--- config.mk ---
export PLATFORM = sky130hd
export DESIGN_NAME = pipeline_sequencer
export DESIGN_NICKNAME = d
export VERILOG_FILES = /design/src/rtl/pipeline_sequencer.sv
export SDC_FILE = /design/constraint.sdc
export NUM_CORES = 1
export LEC_CHECK = 0
export CAP_MARGIN = 10
export CORE_ASPECT_RATIO = 1.2
export CORE_MARGIN = 1.5
export CORE_UTILIZATION = 45
export DETAILED_ROUTE_END_ITERATION = 10
export GPL_TIMING_DRIVEN = 1
export PLACE_DENSITY_LB_ADDON = 0.15
export SLEW_MARGIN = 40
export SYNTH_ARGS = -nofsm -noshare
export SYNTH_HDL_FRONTEND = slang
export SYNTH_SLANG_ARGS = --single-unit
export TNS_END_PERCENT = 50
--- constraint.sdc ---
create_clock -name clk -period 2.25 [get_ports clk]
set_input_delay 0.3375 -clock clk [delete_from_list [all_inputs] [get_ports clk]]
set_output_delay 0.3375 -clock clk [all_outputs]
set_load 0.02 [all_outputs]
--- src/rtl/pipeline_sequencer.sv ---
// Pipeline hazard sequencer: decides per-stage load enables and bubble
// injection for load-use, memory wait, taken branch and HALT drain.
module pipeline_sequencer #(
   parameter int MEM_TIMEOUT = 15
) (
   input  logic        clk,
   input  logic        reset,
   input  logic [3:0]  OpcodeID,
   input  logic [3:0]  SrcAID,
   input  logic [3:0]  SrcBID,
   input  logic [3:0]  OpcodeEX,
   input  logic [3:0]  DestEX,
   input  logic [3:0]  OpcodeMEM,
   input  logic        TakenID,
   input  logic        MemReady,
   output logic        PCWrite,
   output logic        IFIDWrite,
   output logic        IDEXWrite,
   output logic        EXMEMWrite,
   output logic        MEMWBWrite,
   output logic        IFIDFlush,
   output logic        IDEXFlush,
   output logic        MEMWBFlush,
   output logic        Halted,
   output logic        MemTimeout,
   output logic [15:0] StallCycles
);

   localparam logic [3:0] OP_NOP  = 4'b0000;
   localparam logic [3:0] OP_JUMP = 4'b0010;
   localparam logic [3:0] OP_HALT = 4'b0011;
   localparam logic [3:0] OP_LBU  = 4'b0100;
   localparam logic [3:0] OP_LW   = 4'b0110;
   localparam logic [7:0] TIMEOUT_CNT = 8'(MEM_TIMEOUT);

   typedef enum logic [1:0] {S_RUN, S_DRAIN, S_HALTED} state_t;

   state_t      r_state, w_state_next;
   logic [1:0]  r_drain_cnt, w_drain_next;
   logic [7:0]  r_wait_cnt, w_wait_inc;
   logic        r_mem_timeout, r_halted;
   logic [15:0] r_stall_cycles;

   logic w_mem_wait, w_id_uses, w_ex_load, w_load_use, w_wait_active;
   logic w_pc_we, w_ifid_we, w_idex_we, w_exmem_we, w_memwb_we;
   logic w_ifid_fl, w_idex_fl, w_memwb_fl;

   // Memory ops occupy opcodes 01xx
   assign w_mem_wait = (OpcodeMEM[3:2] == 2'b01) && !MemReady;
   assign w_id_uses  = (OpcodeID != OP_NOP) && (OpcodeID != OP_JUMP) && (OpcodeID != OP_HALT);
   assign w_ex_load  = (OpcodeEX == OP_LBU) || (OpcodeEX == OP_LW);
   assign w_load_use = w_ex_load && w_id_uses && (DestEX != 4'd0) &&
                       ((DestEX == SrcAID) || (DestEX == SrcBID));
   assign w_wait_active = w_mem_wait && (r_state != S_HALTED);
   assign w_wait_inc = (r_wait_cnt == 8'hFF) ? 8'hFF : r_wait_cnt + 8'd1;

   always_comb begin
      w_state_next = r_state;
      w_drain_next = r_drain_cnt;
      w_pc_we      = 1'b1;
      w_ifid_we    = 1'b1;
      w_idex_we    = 1'b1;
      w_exmem_we   = 1'b1;
      w_memwb_we   = 1'b1;
      w_ifid_fl    = 1'b0;
      w_idex_fl    = 1'b0;
      w_memwb_fl   = 1'b0;
      case (r_state)
         S_RUN: begin
            if (w_mem_wait) begin
               {w_pc_we, w_ifid_we, w_idex_we, w_exmem_we, w_memwb_we} = 5'b0;
               w_memwb_fl = 1'b1;
            end else if (w_load_use) begin
               w_pc_we   = 1'b0;
               w_ifid_we = 1'b0;
               w_idex_fl = 1'b1;
            end else if (OpcodeID == OP_HALT) begin
               w_pc_we      = 1'b0;
               w_ifid_fl    = 1'b1;
               w_state_next = S_DRAIN;
               w_drain_next = 2'd3;
            end else if (TakenID) begin
               w_ifid_fl = 1'b1;
            end
         end
         S_DRAIN: begin
            w_pc_we   = 1'b0;
            w_ifid_fl = 1'b1;
            if (w_mem_wait) begin
               {w_ifid_we, w_idex_we, w_exmem_we, w_memwb_we} = 4'b0;
               w_memwb_fl = 1'b1;
            end else if (r_drain_cnt == 2'd1) begin
               w_state_next = S_HALTED;
               w_drain_next = 2'd0;
            end else begin
               w_drain_next = r_drain_cnt - 2'd1;
            end
         end
         default: begin
            {w_pc_we, w_ifid_we, w_idex_we, w_exmem_we, w_memwb_we} = 5'b0;
         end
      endcase
      // Reset overrides everything so the pipe is held empty while it is asserted
      if (reset) begin
         w_state_next = S_RUN;
         w_drain_next = 2'd0;
         {w_pc_we, w_ifid_we, w_idex_we, w_exmem_we, w_memwb_we} = 5'b0;
         {w_ifid_fl, w_idex_fl, w_memwb_fl} = 3'b111;
      end
   end

   always_ff @(posedge clk) begin
      if (reset) begin
         r_state        <= S_RUN;
         r_drain_cnt    <= 2'd0;
         r_wait_cnt     <= 8'd0;
         r_mem_timeout  <= 1'b0;
         r_stall_cycles <= 16'd0;
         r_halted       <= 1'b0;
      end else begin
         r_state     <= w_state_next;
         r_drain_cnt <= w_drain_next;
         r_halted    <= (w_state_next == S_HALTED);
         r_wait_cnt  <= w_wait_active ? w_wait_inc : 8'd0;
         // Compare against the post-increment value so the flag shows right after the N-th wait
         if (w_wait_active && (w_wait_inc == TIMEOUT_CNT))
            r_mem_timeout <= 1'b1;
         if ((r_state != S_HALTED) && !w_pc_we && (r_stall_cycles != 16'hFFFF))
            r_stall_cycles <= r_stall_cycles + 16'd1;
      end
   end

   assign PCWrite     = w_pc_we;
   assign IFIDWrite   = w_ifid_we;
   assign IDEXWrite   = w_idex_we;
   assign EXMEMWrite  = w_exmem_we;
   assign MEMWBWrite  = w_memwb_we;
   assign IFIDFlush   = w_ifid_fl;
   assign IDEXFlush   = w_idex_fl;
   assign MEMWBFlush  = w_memwb_fl;
   assign Halted      = r_halted && !reset;
   assign MemTimeout  = r_mem_timeout && !reset;
   assign StallCycles = r_stall_cycles;

endmodule

**Run 1: wires at chosen ports, followed through buffers**

(6 px per um)
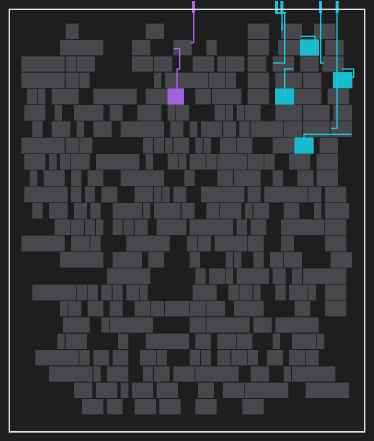
Key: SrcAID = cyan [direction input, end cells 4, buffers 4, wire 70.3 um]; MEMWBFlush = purple [direction output, end cells 1, buffers 1, wire 16.8 um]
I/O pins: 54
# port buffers: 50

**Run 1: cell sizes after repair**

(6 px per um)
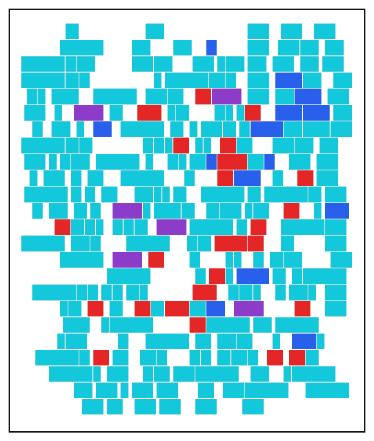
Key: x1 and smaller = cyan [cells 224, share 84%]; x6 and larger = purple [cells 6, share 2.2%]; x3 and x4 = red [cells 24, share 9.0%]; x2 = blue [cells 14, share 5.2%]
Non-clk bufs: 69
worst setup margin: 56.02 ps
fin area: 2427 um2

==> summary.txt, run 1 <==
flow finished, numbers: worst r2r src=StallCycles[0], # diodes=0, simple-gate area share of the yosys netlist=28.46%, Crit path arrival time=1860 ps, R2R depth=7, Slew @ Worst Pin=371.1 ps, detailed placement HPWL=3035 um, die height=70.19 um, overall die width=58.99 um, Synth cell types=43, crit-path cells=clkdlybuf4s50_1, xor2_1, nor4_2, o211ai_2, nor2_1, nor3_1, dlygate4sd2_1, floorplan core density=46.98%, Syn Inst Count=203, Seq. pwr=0.000551 W, final core occ=67.36%, Placer Congestion=0.7803, Synth Area in Adders=2.217%, Synth top cells by count=30 x dfxtp_1, 20 x a21oi_1, 17 x nor2_1, YS warnings=0, Max Fanout on Critical Path=3, Clock Skew=4.028 ps, Post-DP Area=2315 um2, Top FF cell, synth=dfxtp_1, Crit path max-delay family=buffers and inverters, setup TNS=0 ps, R2R Path End=StallCycles[13], CP Launch Point=SrcAID[1], post-synthesis area per instance=8.339 um2, Final Critical Period=2194 ps, area reported by Yosys stat=1693 um2, Hold EP=r_wait_cnt[0], WHS Path Cells=1, worst setup path class=in2out, Clock power frac=37.9%, worst setup path endpoint=IFIDWrite, vias in the first global route=1512, Hold Crit Start=r_wait_cnt[0], Comb pwr share=16.2%, clk buf depth=2, most common cell in the netlist=dfxtp_1, DRC viols=0, Synth top area share=35.48%, Seq cells post-synth=30, Top cells by area=dfxtp_1 35%, a21oi_1 5.9%, xor2_1 4.7%, FF/Latch Area=600.6 um2, Peak VDD IR=375.7 uV, CTS buffer count=5, nets@finish=298, Post-CTS Setup Bufs=0, Clock group=0.000454 W, CTS tree=built, initial antenna violation count=0, unrepaired setup endpoints after global routing=yes, total grt overflow=0, Avg WL per Cell=13.34 um, Floorplan Nets=234, Filler Cell Count=321, Top pwr grp=registers, aoi share=19.22%, Slew HR=75.00%, CTS HTree Levels=2, Slew Limit Fails=0, hold buffers post-CTS=0, Critical Path RT=1910 ps, Sw Ratio=25.81%, post-cts resize count=18, Pwr per Cell Area=494.2 nW/um2, die area=4141 um2, Switch Pwr=0.0003096 W, tool warnings=30, Routed WL=4096 um, Top cells excl fill/tap=38 x clkdlybuf4s50_1, 30 x dfxtp_1, 19 x a21oi_1, 19 x buf_4, 17 x nor2_1, Hold Slack=491.9 ps, fin crit share=97.51%, final hold violation count=0, first-pass GRT wire length=6734 um, Pre-antenna DRT Iters=4, f_max=455.8 MHz, post-synthesis sequential area ratio=35.48%, Yosys Instances=203, Worst setup EP type=primary output, Finish-stage setup viols=0, Synth mux share=1.848%, r2r setup slk=200 ps, CTS clk-pin slew, worst paths=60 ps, GR Util All Layers=21.05%, post-synth top area cell=dfxtp_1, vias per inst=5.476, largest net degree at the start of global routing=22, Async SR Flop Fraction=0%, 1st-iter DRT viols=45, Placed Cells=298, dpl ws=-396.4 ps, Late-Pin Clk Latency=290 ps, Logic power comb=0.000195 W, Layout area overhead=43.39%, most numerous logic cell after layout=clkdlybuf4s50_1, Num Clock Sinks=30, Static Leak=0.9069 nW, XOR/XNOR Area Share=7.761%, vias=1681, sequential share of power=45.9%, Hold WC Path Type=reg2reg, Crit path depth=7, Root Driver=clkbuf_8, MaxCap Viol Count=0, comb area leader=simple AND/OR/NAND/NOR gates, Detail Route Antenna Nets=0, CP max stage cell=clkdlybuf4s50_1, share of cells above drive strength 1=16.42%, number of enable flip-flop cells=0, logic area=1037 um2, slowest stage delay, CP=420 ps, total power=0.001200 W, critical path launch point type=input port, Cell Int Power=0.0008901 W, status=completed, Post-Synthesis Cell Area=1693 um2, Worst Path Buf+Inv=2
**Run 1: placement view**

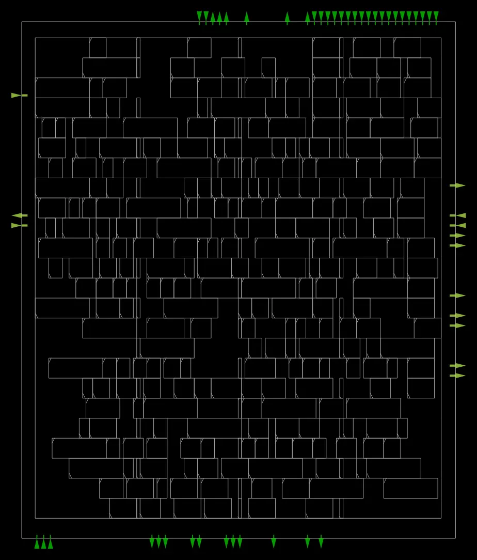
Non-Filler Instances: 307
row count: 24
seq_cells: 30
Core Region: 3603 um2

**Run 1: placement density heat map**

(6 px per um) 6 x 7 tiles, from dark blue (low) to red (high), 0 to 100% covered.
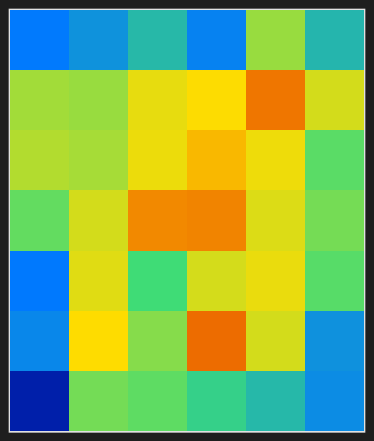
The mean over all tiles is 57%. The fullest tile reaches 88%. The densest ninth of the die: middle. 12% of the tiles are over 75% full.

## run 1: flip-flops by register name, indices dropped and copies added, names as in the netlist
| register | cells |
|---|---|
| StallCycles | 16 |
| r_drain_cnt | 2 |
| r_halted | 1 |
| r_mem_timeout | 1 |
| r_state | 2 |
| r_wait_cnt | 8 |
## run 1: final cells by class
| cell class | count | share of cell area (%) |
|---|---|---|
| tap | 39 | 2.010 |
| clock inverter | 1 | 0.2062 |
| sequential | 30 | 24.74 |
| multi-input combinational | 155 | 42.73 |
| inverter | 6 | 0.9278 |
| timing repair buffer | 69 | 25.82 |
| clock buffer | 7 | 3.557 |
## run 1: per-layer routing
metal  vias to the layer above  GRT usage (%)  share of wire (%)
li1                        870              -                  -
met1                       779          25.69                 44
met2                        26          34.57                 51
met3                         6          5.556                3.1
met4                         0          8.081                1.5
met5                         -              0                  0
==> run 2: changes to the inputs <==
--- a/config.mk
+++ b/config.mk
@@ -16,4 +16,4 @@
 export SYNTH_ARGS = -nofsm -noshare
 export SYNTH_HDL_FRONTEND = slang
 export SYNTH_SLANG_ARGS = --single-unit
-export TNS_END_PERCENT = 50
+export TNS_END_PERCENT = 10
**Run 2: cell sizes after repair**

(6 px per um)
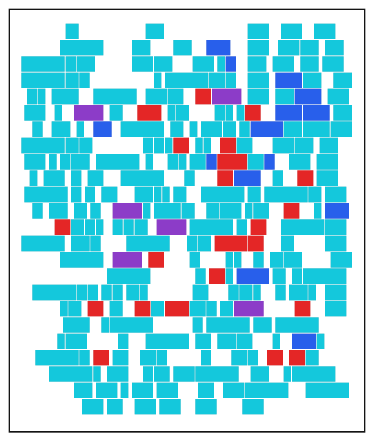
Key: x2 = blue [cells 14, share 5.2%]; x1 and smaller = cyan [cells 225, share 84%]; x6 and larger = purple [cells 6, share 2.2%]; x3 and x4 = red [cells 22, share 8.2%]

==> run 2 against run 1 <==
Effect of this change:
- clock skew down 0.78 ps
- sequential share of layout area up 0.13 points
- sequential power about the same
- utilization down 0.35 points
- largest cell class unchanged
- synthesized cell count unchanged
- wire length down 0.17%
- cell area down 0.52%
- die size unchanged
- global-route usage unchanged
- count of clock-buffer cells in the layout unchanged
==> summary.txt, run 2 <==
flow finished, numbers: status=completed, Pre-antenna DRT Iters=4, #MultiIn Comb=155, Synth mux share=1.848%, vias=1667, Clock Skew=3.252 ps, largest class=multi-input combinational cells, Max Fanout on Critical Path=3, Crit path max-delay family=buffers and inverters, MaxCap Viol Count=0, aoi share=19.22%, Top FF cell, synth=dfxtp_1, Avg WL per Cell=13.36 um, Seq area share=24.87%, Hold Slack=491.9 ps, clk buf depth=2, logic area=1030 um2, number of enable flip-flop cells=0, Comb pwr share=16.1%, fin area=2415 um2, Comb/total area=42.64%, GR Util All Layers=21.05%, CTS tree=built, Synth top area share=35.48%, M1 WL=1816 um, Top cells excl fill/tap=38 x clkdlybuf4s50_1, 30 x dfxtp_1, 20 x a21oi_1, Non-Filler Instances=306, seq_cells=30, tool warnings=30, Slew Limit Fails=0, Non-clk invs=6, Crit path arrival time=1870 ps, vias in the first global route=1517, floorplan core density=46.98%, number of flip-flops in the largest register=16, Cell Int Power=0.0008886 W, Synth top cells by count=30 x dfxtp_1, 20 x a21oi_1, 17 x nor2_1, largest net degree at the start of global routing=22, final core occ=67.01%, Static Leak=0.8995 nW, Finish-stage setup viols=0, comb area leader=simple AND/OR/NAND/NOR gates, routed length on met3=136 um, f_max=453.9 MHz, Top cells by area=dfxtp_1 35%, a21oi_1 5.9%, xor2_1 4.7%, Top pwr grp=registers, sequential share of power=46.0%, initial antenna violation count=0, R2R depth=7, Hold WC Path Type=reg2reg, Yosys Instances=203, CLK BUF=7, crit-path cells=clkdlybuf4s50_1, xor2_1, nor4_2, o211ai_2, nor2_1, a21o_1, clkdlybuf4s15_2, Routed WL=4089 um, Filler Cell Count=326, hold buffers post-CTS=0, die area=4141 um2, Detail Route Antenna Nets=0, Clock group=0.000455 W, detailed placement HPWL=3035 um, Synth Area in Adders=2.217%, worst setup margin=46.63 ps, # port buffers=50, most numerous logic cell after layout=clkdlybuf4s50_1, total grt overflow=0, nets@finish=297, Pwr per Cell Area=496.2 nW/um2, Root Driver=clkbuf_8, r2r setup slk=200 ps, CTS buffer count=5, 1st-iter DRT viols=47, Post-CTS Setup Bufs=0, Placer Congestion=0.7803, Switch Pwr=0.0003096 W, Late-Pin Clk Latency=290 ps, Placed Cells=298, DRC viols=0, critical path launch point type=input port, # diodes=0, Num Clock Sinks=30, XOR/XNOR Area Share=7.761%, first-pass GRT wire length=6734 um, n_taps=39, WHS Path Cells=1, Slew HR=75.07%, post-synthesis sequential area ratio=35.48%, Post-Synthesis Cell Area=1693 um2, overall die width=58.99 um, share of cells above drive strength 1=15.73%, Worst Path Buf+Inv=2, total power=0.001198 W, area reported by Yosys stat=1693 um2, Worst setup EP type=primary output, Floorplan Nets=234, Peak VDD IR=375.8 uV, met2 routed wirelength=2056 um, most common cell in the netlist=dfxtp_1, Logic power comb=0.000193 W, Slew @ Worst Pin=370.0 ps, unrepaired setup endpoints after global routing=yes, slowest stage delay, CP=420 ps, Post-DP Area=2315 um2, Non-clk bufs=68, CTS clk-pin slew, worst paths=60 ps, Layout area overhead=42.65%, post-synth top area cell=dfxtp_1, Signal buf overhead=25.75%, Critical Path RT=1910 ps, worst setup path class=in2out, clock network area share=3.782%, fin crit share=97.93%, Seq. pwr=0.000551 W, setup TNS=0 ps, YS warnings=0, I/O pins=54, top sig layer=met4, Synth cell types=43, row count=24, die height=70.19 um, Sw Ratio=25.84%, final hold violation count=0, Crit path depth=7, Seq cells post-synth=30, Async SR Flop Fraction=0%, Clock power frac=37.9%, vias per inst=5.448, simple-gate area share of the yosys netlist=28.46%, post-synthesis area per instance=8.339 um2, CTS HTree Levels=2, CP max stage cell=clkdlybuf4s50_1, Core Region=3603 um2, Final Critical Period=2203 ps, Syn Inst Count=203, dpl ws=-396.4 ps, FF/Latch Area=600.6 um2
-- run 2: netlist changes by cell type in the layout (fill, tap and decap cells not counted), sizes merged --
cell	delta
dlygate4sd2	-1
clkdlybuf4s15	+1
buf	-1
-- run 2: repair_timing --
| action | CTS | global route |
|---|---|---|
| pin swaps | 0 | 1 |
| gates resized | 20 | 7 |
| setup endpoints to repair | 15 | 13 |
-- run 2: final timing paths --
kind                     end      startpoint
max reg2reg  StallCycles[13]  StallCycles[0]
max                IDEXFlush       SrcAID[1]
min reg2reg    r_wait_cnt[0]   r_wait_cnt[0]
min            r_wait_cnt[0]   r_wait_cnt[0]
-- run 2: layer usage --
metal  GRT usage, %  vias to the layer above
li1               -                      867
met1          25.58                      762
met3          5.741                        8
met2          34.20                       30
met4          8.838                        0
met5              0                        -
Power is estimated from default activity; no workload was simulated.
